Fig. 1: run 1, routed metal per tile
Bar = 50 um. The die is cut into 39 by 29 equal tiles; dark blue is low, red is high, scaled to the fullest tile. Values are wire area over tile area, all layers added.
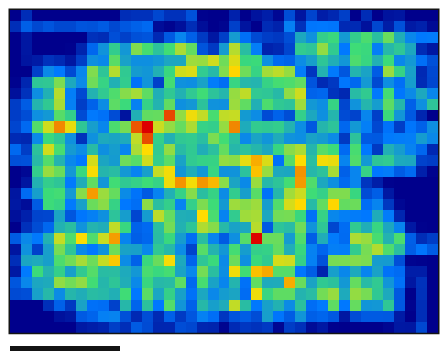
Fig. 2: run 1, routed metal, one color a layer
Bar = 50 um.
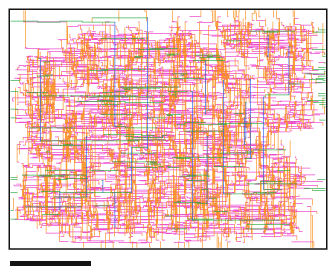
Fig. 3: run 1, track usage over the die
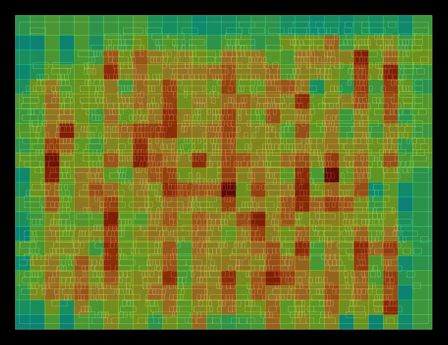
## src/rtl/sawtooth_pkg.sv

```systemverilog
// Shared types and constants for the sawtooth voice scheduler: FSM encoding,
// wave LUT latency and the phase/wave/overrun widths.
package sawtooth_pkg;

    localparam int LUT_LAT = 2;
    localparam int PHASE_W = 15;
    localparam int WAVE_W  = 12;
    localparam int OVR_W   = 16;

    typedef enum logic [1:0] {
        ST_IDLE  = 2'd0,
        ST_ISSUE = 2'd1,
        ST_DRAIN = 2'd2,
        ST_HOLD  = 2'd3
    } sched_state_e;

    // Saturating increment for the dropped-tick counter.
    function automatic logic [OVR_W-1:0] sat_inc(input logic [OVR_W-1:0] v);
        logic [OVR_W-1:0] r;
        r = (v == {OVR_W{1'b1}}) ? v : v + 1'b1;
        return r;
    endfunction

endpackage

```

## src/rtl/sawtooth_voice_bank.sv

```systemverilog
// Per-voice increment, enable and phase accumulator registers with one read
// port (phase, enable) and an advance strobe for the selected voice.
module sawtooth_voice_bank
    import sawtooth_pkg::*;
#(
    parameter int NUM_VOICES = 4,
    parameter int ACC_W      = 24,
    localparam int VW        = $clog2(NUM_VOICES)
) (
    input  logic               clk,
    input  logic               rst,
    input  logic               cfg_we,
    input  logic [VW-1:0]      cfg_voice,
    input  logic [ACC_W-1:0]   cfg_inc,
    input  logic               cfg_en,
    input  logic [VW-1:0]      rd_voice,
    input  logic               adv,
    output logic [PHASE_W-1:0] rd_phase,
    output logic               rd_en
);

    logic [ACC_W-1:0] inc_q [NUM_VOICES];
    logic [ACC_W-1:0] inc_d [NUM_VOICES];
    logic [ACC_W-1:0] acc_q [NUM_VOICES];
    logic [ACC_W-1:0] acc_d [NUM_VOICES];
    logic             en_q  [NUM_VOICES];
    logic             en_d  [NUM_VOICES];

    // The advance reads the registered inc/en, so a same-cycle cfg write to
    // the voice being advanced only takes effect from its next issue.
    always_comb begin
        for (int i = 0; i < NUM_VOICES; i++) begin
            inc_d[i] = inc_q[i];
            en_d[i]  = en_q[i];
            acc_d[i] = acc_q[i];
        end
        if (cfg_we) begin
            inc_d[cfg_voice] = cfg_inc;
            en_d[cfg_voice]  = cfg_en;
        end
        if (adv && en_q[rd_voice]) begin
            acc_d[rd_voice] = acc_q[rd_voice] + inc_q[rd_voice];
        end
    end

    always_ff @(posedge clk) begin
        if (rst) begin
            for (int i = 0; i < NUM_VOICES; i++) begin
                inc_q[i] <= '0;
                en_q[i]  <= 1'b0;
                acc_q[i] <= '0;
            end
        end else begin
            for (int i = 0; i < NUM_VOICES; i++) begin
                inc_q[i] <= inc_d[i];
                en_q[i]  <= en_d[i];
                acc_q[i] <= acc_d[i];
            end
        end
    end

    assign rd_phase = acc_q[rd_voice][ACC_W-1 -: PHASE_W];
    assign rd_en    = en_q[rd_voice];

endmodule

```

## src/rtl/sawtooth_voice_scheduler.sv

```systemverilog
// Time-multiplexes NUM_VOICES sawtooth voices onto one shared wave LUT and sums
// them into one sample per tick. SAWTOOTH_SCHED_OVERRUN_EN adds overrun_cnt.
module sawtooth_voice_scheduler
    import sawtooth_pkg::*;
#(
    parameter int NUM_VOICES = 4,
    parameter int ACC_W      = 24,
    localparam int VW        = $clog2(NUM_VOICES),
    localparam int MIX_W     = WAVE_W + VW
) (
    input  logic               clk,
    input  logic               rst,
    input  logic               sample_tick,
    input  logic               cfg_we,
    input  logic [VW-1:0]      cfg_voice,
    input  logic [ACC_W-1:0]   cfg_inc,
    input  logic               cfg_en,
    output logic [PHASE_W-1:0] phase,
    input  logic [WAVE_W-1:0]  wave,
    output logic [MIX_W-1:0]   mix_data,
    output logic               mix_valid,
    input  logic               mix_ready,
    output logic               busy,
    output sched_state_e       dbg_state
`ifdef SAWTOOTH_SCHED_OVERRUN_EN
    ,
    output logic [OVR_W-1:0]   overrun_cnt
`endif
);

    // Output handshake: mix_valid rises in HOLD and stays high with mix_data
    // frozen until the cycle where mix_valid && mix_ready, which is the one
    // and only transfer of that sample.

    sched_state_e       state_q, state_d;
    logic [VW-1:0]      vcnt_q, vcnt_d;
    logic [1:0]         drain_q, drain_d;
    logic [MIX_W-1:0]   sum_q, sum_d;
    logic [LUT_LAT-1:0] en_pipe_q, en_pipe_d;

    logic               adv;
    logic               issue_en;
    logic [PHASE_W-1:0] rd_phase;
    logic               rd_en;

    sawtooth_voice_bank #(
        .NUM_VOICES (NUM_VOICES),
        .ACC_W      (ACC_W)
    ) u_bank (
        .clk       (clk),
        .rst       (rst),
        .cfg_we    (cfg_we),
        .cfg_voice (cfg_voice),
        .cfg_inc   (cfg_inc),
        .cfg_en    (cfg_en),
        .rd_voice  (vcnt_q),
        .adv       (adv),
        .rd_phase  (rd_phase),
        .rd_en     (rd_en)
    );

    always_ff @(posedge clk) begin
        if (rst) begin
            state_q <= ST_IDLE;
        end else begin
            state_q <= state_d;
        end
    end

    always_comb begin
        state_d = state_q;
        case (state_q)
            ST_IDLE:  if (sample_tick) state_d = ST_ISSUE;
            ST_ISSUE: if (vcnt_q == VW'(NUM_VOICES - 1)) state_d = ST_DRAIN;
            ST_DRAIN: if (drain_q == 2'(LUT_LAT - 1)) state_d = ST_HOLD;
            ST_HOLD:  if (mix_ready) state_d = ST_IDLE;
            default:  state_d = ST_IDLE;
        endcase
    end

    always_comb begin
        busy      = (state_q != ST_IDLE);
        mix_valid = (state_q == ST_HOLD);
        adv       = (state_q == ST_ISSUE);
        issue_en  = adv && rd_en;
        phase     = adv ? rd_phase : '0;
        mix_data  = sum_q;
        dbg_state = state_q;
    end

    // en_pipe tracks which issue slots carry an enabled voice so the wave
    // arriving LUT_LAT cycles later is added only for those.
    always_comb begin
        vcnt_d    = vcnt_q;
        drain_d   = drain_q;
        sum_d     = sum_q;
        en_pipe_d = {en_pipe_q[LUT_LAT-2:0], issue_en};
        if (en_pipe_q[LUT_LAT-1]) begin
            sum_d = sum_q + {{VW{1'b0}}, wave};
        end
        case (state_q)
            ST_IDLE: begin
                if (sample_tick) begin
                    vcnt_d  = '0;
                    drain_d = '0;
                    sum_d   = '0;
                end
            end
            ST_ISSUE: vcnt_d  = vcnt_q + 1'b1;
            ST_DRAIN: drain_d = drain_q + 1'b1;
            default: ;
        endcase
    end

    always_ff @(posedge clk) begin
        if (rst) begin
            vcnt_q    <= '0;
            drain_q   <= '0;
            sum_q     <= '0;
            en_pipe_q <= '0;
        end else begin
            vcnt_q    <= vcnt_d;
            drain_q   <= drain_d;
            sum_q     <= sum_d;
            en_pipe_q <= en_pipe_d;
        end
    end

`ifdef SAWTOOTH_SCHED_OVERRUN_EN
    logic [OVR_W-1:0] overrun_q, overrun_d;

    always_comb begin
        overrun_d = overrun_q;
        if (sample_tick && busy) begin
            overrun_d = sat_inc(overrun_q);
        end
    end

    always_ff @(posedge clk) begin
        if (rst) begin
            overrun_q <= '0;
        end else begin
            overrun_q <= overrun_d;
        end
    end

    assign overrun_cnt = overrun_q;
`endif

endmodule

```

## config.mk

```make
export PLATFORM = sky130hd
export DESIGN_NAME = sawtooth_voice_scheduler
export DESIGN_NICKNAME = d
export VERILOG_FILES = /design/src/rtl/sawtooth_pkg.sv /design/src/rtl/sawtooth_voice_bank.sv /design/src/rtl/sawtooth_voice_scheduler.sv
export SDC_FILE = /design/constraint.sdc
export NUM_CORES = 1
export LEC_CHECK = 0
export ABC_AREA = 1
export CAP_MARGIN = 25
export CELL_PAD_IN_SITES_DETAIL_PLACEMENT = 0
export CELL_PAD_IN_SITES_GLOBAL_PLACEMENT = 1
export CORE_ASPECT_RATIO = 0.75
export CORE_MARGIN = 1.5
export CORE_UTILIZATION = 43
export DETAILED_ROUTE_END_ITERATION = 12
export PLACE_DENSITY = 0.82
export SYNTH_ARGS = -nofsm -noshare
export SYNTH_HDL_FRONTEND = slang
export SYNTH_SLANG_ARGS = --single-unit
```

## constraint.sdc

```tcl
create_clock -name clk -period 3.74 [get_ports clk]
set_input_delay 0.748 -clock clk [delete_from_list [all_inputs] [get_ports clk]]
set_output_delay 0.748 -clock clk [all_outputs]
set_load 0.05 [all_outputs]
```

==> deck_impl_summary.md, run 1 <==
Physical Implementation Snapshot

Route
  – Post-route DRC: 0
  – Metal-1 WL: 17,300 um
  – Final ANT Viol Nets: 0
  – Met2 Routed Length: 14,700 um
  – Vias/cell: 5.20
  – Initial DRT Pass Iterations: 5
  – Iteration-0 DRC Markers: 851

Place
  – Port Buffer Count: 76
  – HPWL Detailed: 22,900 um
  – Area post-placement: 13,000 um2

Min path
  – WHS Path Cells: 2
  – Hold Crit Class: reg -> reg
  – Hold Path End: en_pipe_q[1]$_SDFF_PP0_

Cells and area
  – Layout cell share with drive strength beyond 1: 0.0525

Global routing
  – Grt total ovfl: 0
  – Vias in the first global route: 10,800
  – Initial antenna violation count: 0

Clock network
  – CTS Buf Count: 24
  – CTS H-Tree Depth: 1
  – TritonCTS clock tree: done

Pwr
  – Clock group power: 2.69 mW
  – VDD IR max: 0.314 mV
  – Clock network power share: 0.361
  – Pwr dens: 534 nW/um2
  – Share of power burned in combinational logic: 0.302
  – P_comb: 2.25 mW
  – Top Consumer: clock
  – Int Pwr: 4.81 mW
  – Switching share of power: 0.354

Critical path
  – Worst path depth: 5
  – Cell Chain, Critical Path: inv_1 > ha_1 > inv_1 > a21oi_1 > buf_12
  – Setup crit start: dbg_state[1]$_SDFFE_PP0P_
  – R2R setup slack: 0.75 ns

Final timing
  – Post-route clock period utilization: 0.845
  – Slew @ Worst Pin: 0.884 ns
  – Fmax: 316 MHz
  – RSZ-0062 raised after global routing: false

Die
  – Ports: 77
  – Die width: 195 um
  – Row count: 52
  – Core Box Area: 27,100 um2

Synthesis
  – Fraction of registers with async set/reset: 0
  – EDFF count, synth: 0
  – Ys cells: 1,821
  – Mux share of post-synthesis cell area: 0
  – And+or+nand+nor area frac: 0.254
  – Xor/xnor share: 0.00514
  – Netlist cell types: 39
  – Post-synth top cells: nand2_1, nor2_1, inv_1, o21ai_0, dfxtp_1

Run status
  – Outcome: completed
About Fig. 1:
mean over tiles = 0.19
nearly empty tiles = 8.4%
densest ninth of the die = middle
emptiest ninth of the die = top left
fullest tile = 0.58
vias post-DR: 11,500
final wirelength: 34,700 um
gr usage total: 0.241
routed len/inst: 15.6 um

About Fig. 2:
metal 3 -> green  # wire length 1,970 um
metal 4 -> blue  # wire length 713 um
metal 2 -> orange  # wire length 14,700 um
metal 1 -> magenta  # wire length 17,300 um

About Fig. 3:
met2 Use GR: 0.379
met3 Usage GRT: 0.0308
M1 GR Usage: 0.347

==> run 1: metal layers <==
metal  vias up  global-route usage
met2       292               0.379
met5         -                   0
met3        42              0.0308
li1       5919                   -
met4         0              0.0609
met1      5283               0.347
==> run 1: state kept, by name (all words and copies together) (netlist names), named ones only <==
register,count
mix_data,14
u_bank.en_q,4
u_bank.acc_q,96
drain_q,2
en_pipe_q,2
dbg_state,2
u_bank.inc_q,96
vcnt_q,2
==> run 1: cell type report <==
cell class	count	area [um2]	area share
timing repair buffer	92	1080	0.0776
inverter	253	953	0.0684
tap	351	439	0.0315
clock buffer	31	698	0.0501
clock inverter	13	198	0.0142
multi-input combinational	1257	6160	0.442
sequential	220	4410	0.316
==> run 2: changes to the inputs <==
==> constraint.sdc (replaced) <==
create_clock -name clk -period 3.3 [get_ports clk]
set_input_delay 0.66 -clock clk [delete_from_list [all_inputs] [get_ports clk]]
set_output_delay 0.66 -clock clk [all_outputs]
set_load 0.05 [all_outputs]
Fig. 4: run 2, sequential cells grouped by signal name
Bar = 50 um. Other sequential cells in the stronger gray, the rest of the logic in the fainter gray.
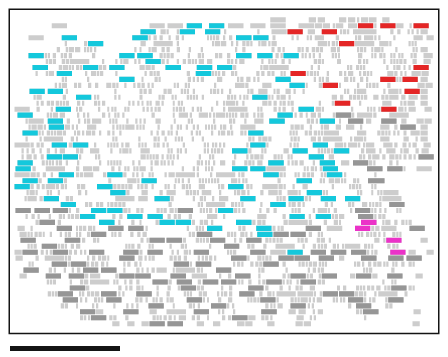
u_bank.acc_q -> cyan  # flops 96
u_bank.en_q -> magenta  # flops 4
mix_data -> red  # flops 14, where top right
not colored = 106
P_seq: 2.85 mW
Seq area share: 0.317
final core occ: 0.512
Sequential cell area: 4410 um2

==> run 2 against run 1 <==
Global-route usage down 0.060 points. Highest routed layer unchanged. Largest cell class unchanged. Register-to-register slack worse by 0.38 ns. Worst hold slack better by 0.0058 ns.
==> deck_impl_summary.md, run 2 <==
Physical Implementation Snapshot

Global routing
  – Gr busiest metal: met2 (unchanged)
  – Initial antenna violation count: 0 (unchanged)
  – Met3 Usage GRT: 0.0308 (unchanged)
  – Grt total ovfl: 0 (unchanged)
  – M1 GR Usage: 0.357 (was 0.347)

Synthesis
  – Mux share of post-synthesis cell area: 0 (unchanged)
  – Post-synth top cells: nand2_1, nor2_1, inv_1, o21ai_0, dfxtp_1 (unchanged)
  – Netlist cell types: 39 (unchanged)
  – Fraction of registers with async set/reset: 0 (unchanged)
  – EDFF count, synth: 0 (unchanged)
  – Ys cells: 1,821 (unchanged)

Die
  – Core Box Area: 27,100 um2 (unchanged)
  – Ports: 77 (unchanged)

Clock network
  – CTS Buf Count: 23 (was 24)
  – CTS H-Tree Depth: 1 (unchanged)
  – TritonCTS clock tree: done (unchanged)

Final timing
  – Slew @ Worst Pin: 0.757 ns (was 0.884 ns)
  – Post-route clock period utilization: 0.908
  – RSZ-0062 raised after global routing: false (unchanged)
  – Fmax: 334 MHz

Route
  – Final ANT Viol Nets: 0 (unchanged)
  – Post-route DRC: 0 (unchanged)
  – Vias/cell: 5.21 (was 5.20)
  – Metal-1 WL: 17,300 um (about the same)
  – Initial DRT Pass Iterations: 5 (unchanged)
  – Met2 Routed Length: 14,600 um (was 14,700 um)

Run status
  – Outcome: completed (unchanged)

Pwr
  – Top Consumer: sequential cells (was clock)
  – P_comb: 2.57 mW (was 2.25 mW)
  – VDD IR max: 0.337 mV (was 0.314 mV)
  – Clock network power share: 0.319 (was 0.361)
  – Clock group power: 2.54 mW (was 2.69 mW)

Place
  – Port Buffer Count: 76 (unchanged)

Critical path
  – Cell Chain, Critical Path: inv_1 > ha_1 > inv_1 > a21oi_1 > buf_12 (unchanged)

Min path
  – Hold Crit Class: reg -> reg (unchanged)
Fig. 5: run 2, routed metal per tile
Bar = 50 um. The die is cut into 39 by 29 equal tiles; dark blue is low, red is high, scaled to the fullest tile. Values are wire area over tile area, all layers added.
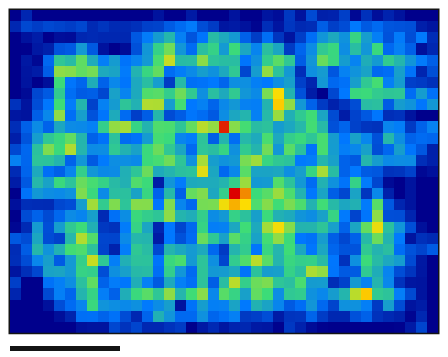
tiles over half the peak = 11%
mean over tiles = 0.19
fullest tile = 0.68
nearly empty tiles = 7.8%
final wirelength: 34,700 um
gr usage total: 0.240
routed len/inst: 15.6 um
vias post-DR: 11,600

-- run 2: worst paths after layout --
check	cells after the start	startpoint	to	slack, ns
setup / recovery	5	dbg_state[1]$_SDFFE_PP0P_	phase[2]	0.30
hold / removal	2	en_pipe_q[0]$_SDFF_PP0_	en_pipe_q[1]$_SDFF_PP0_	0.40
hold reg to reg	2	en_pipe_q[0]$_SDFF_PP0_	en_pipe_q[1]$_SDFF_PP0_	0.40
setup reg to reg	12	register	u_bank.acc_q[2][8]$_SDFFE_PP0P_	0.37
-- run 2: area by class of cell --
cell class | instances | area (um2)
repair buffers | 103 | 1230
clock inverters | 5 | 50.0
well taps | 351 | 439
multi-input cells | 1257 | 6160
flip-flops and latches | 220 | 4410
fillers | 2736 | 13200
inverters | 253 | 953
clock buffers | 32 | 659
==> run 3: changes to the inputs <==
--- a/config.mk
+++ b/config.mk
@@ -13,6 +13,7 @@
 export CORE_MARGIN = 1.5
 export CORE_UTILIZATION = 43
 export DETAILED_ROUTE_END_ITERATION = 12
+export HOLD_SLACK_MARGIN = 0.05
 export PLACE_DENSITY = 0.82
 export SYNTH_ARGS = -nofsm -noshare
 export SYNTH_HDL_FRONTEND = slang
Fig. 6: run 3, track usage over the die
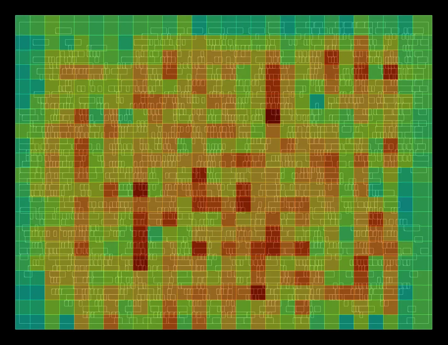
met2 Use GR: 0.365
M1 GR Usage: 0.357
gr busiest metal: met2

==> run 3 against run 2 <==
Total power did not move. Critical path depth did not move. Non-clock buffer count did not move.
==> deck_impl_summary.md, run 3 <==
Physical Implementation Snapshot

Place
  – HPWL Detailed: 23,600 um (unchanged)
  – Port Buffer Count: 76 (unchanged)

Die
  – Row count: 52 (unchanged)
  – Count of inserted tapcells: 351 (unchanged)
  – Core Box Area: 27,100 um2 (unchanged)
  – Die width: 195 um (unchanged)

Final timing
  – Post-route clock period utilization: 0.908 (unchanged)

Critical path
  – Setup crit start: dbg_state[1]$_SDFFE_PP0P_ (unchanged)
  – Path depth of the worst reg2reg path: 12 (unchanged)
  – Crit path capture: phase[2] (unchanged)

Cells and area
  – Gate Area: 6160 um2 (unchanged)
  – Sequential cell area: 4410 um2 (unchanged)
  – #MultiIn Comb: 1,257 (unchanged)
  – Seq area share: 0.317 (unchanged)
  – Filler cells: 2,736 (unchanged)
  – Clk tree area frac: 0.0511 (unchanged)
  – Layout cell share with drive strength beyond 1: 0.0529 (unchanged)
  – Repair and plain buffers: 103 (unchanged)
  – Non-CTS inverters: 253 (unchanged)
  – Comb area share: 0.443 (unchanged)

Pwr
  – VDD IR max: 0.337 mV (unchanged)

Global routing
  – Grt total ovfl: 0 (unchanged)
  – Gr usage total: 0.240 (unchanged)
  – Initial antenna violation count: 0 (unchanged)

Route
  – Iteration-0 DRC Markers: 1,020 (unchanged)
  – Initial DRT Pass Iterations: 5 (unchanged)
  – Routed len/inst: 15.6 um (unchanged)
  – Vias post-DR: 11,600 (unchanged)
  – Met2 Routed Length: 14,600 um (unchanged)
  – Final wirelength: 34,700 um (unchanged)

Synthesis
  – And+or+nand+nor area frac: 0.254 (unchanged)
  – EDFF count, synth: 0 (unchanged)
  – Post-synth top cells: nand2_1, nor2_1, inv_1, o21ai_0, dfxtp_1 (unchanged)
  – Mux share of post-synthesis cell area: 0 (unchanged)
  – Ys cells: 1,821 (unchanged)

Min path
  – Hold Crit Class: reg -> reg (unchanged)
  – Hold Path End: en_pipe_q[1]$_SDFF_PP0_ (unchanged)
  – WHS Path Cells: 2 (unchanged)

Run status
  – Outcome: completed (unchanged)

Clock network
  – TritonCTS clock tree: done (unchanged)
  – CTS H-Tree Depth: 1 (unchanged)
Fig. 7: run 3, routed metal per tile
Bar = 50 um. The die is cut into 39 by 29 equal tiles; dark blue is low, red is high, scaled to the fullest tile. Values are wire area over tile area, all layers added.
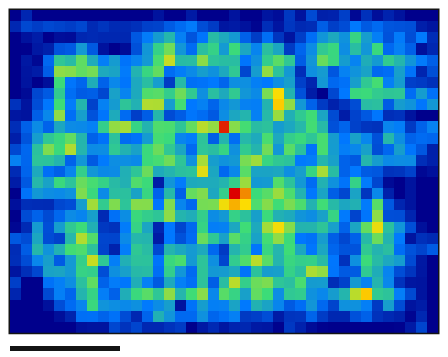
fullest tile = 0.68
mean over tiles = 0.19
emptiest ninth of the die = top left

## run 3: cell counts after synthesis
No cell type changed its count.
## run 3: worst max-delay path: stages (launching register included)
cell	delay [ns]
dfxtp_1	0.34
inv_1	0.10
ha_1	0.32
inv_1	0.40
a21oi_1	0.47
buf_12	0.19
## run 3: power breakdown
part	internal [mW]	switching (mW)
clock	1.46	1.08
sequential	2.78	0.0686
combinational	0.825	1.75
## run 3: through the flow
stage	total power [mW]	utilization	cell area (um2)
finish	7.95	0.512	13900
global route	8.41	0.512	13900
CTS	8.00	0.511	13900
detailed placement	5.45	0.485	13200
global placement	5.46	0.485	13200
floorplan	4.63	-	11900

## Gallery

Cell classes on the final placement.
Plate I
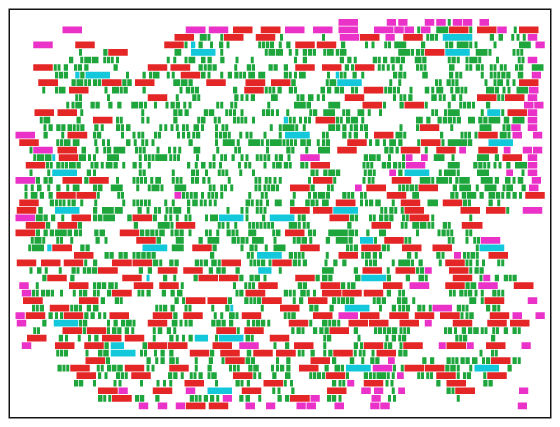
Plate II
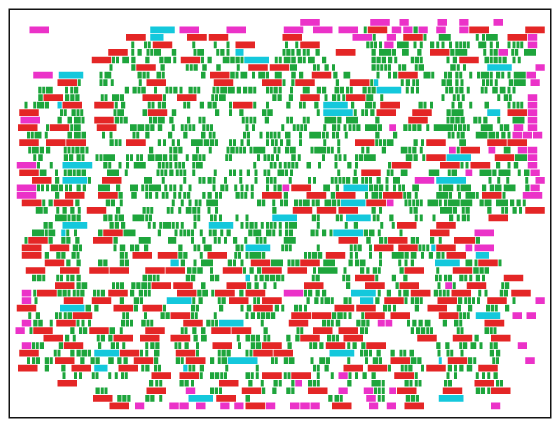
Plate II -> run 1
Plate I -> run 3

Key to Plate II:
other buffers and delay cells -> magenta  # cells 92
flops -> red  # cells 220
clock drivers and dummy loads -> cyan  # cells 44
combinational and other logic -> green  # cells 1,510

Power is estimated from default activity; no workload was simulated.
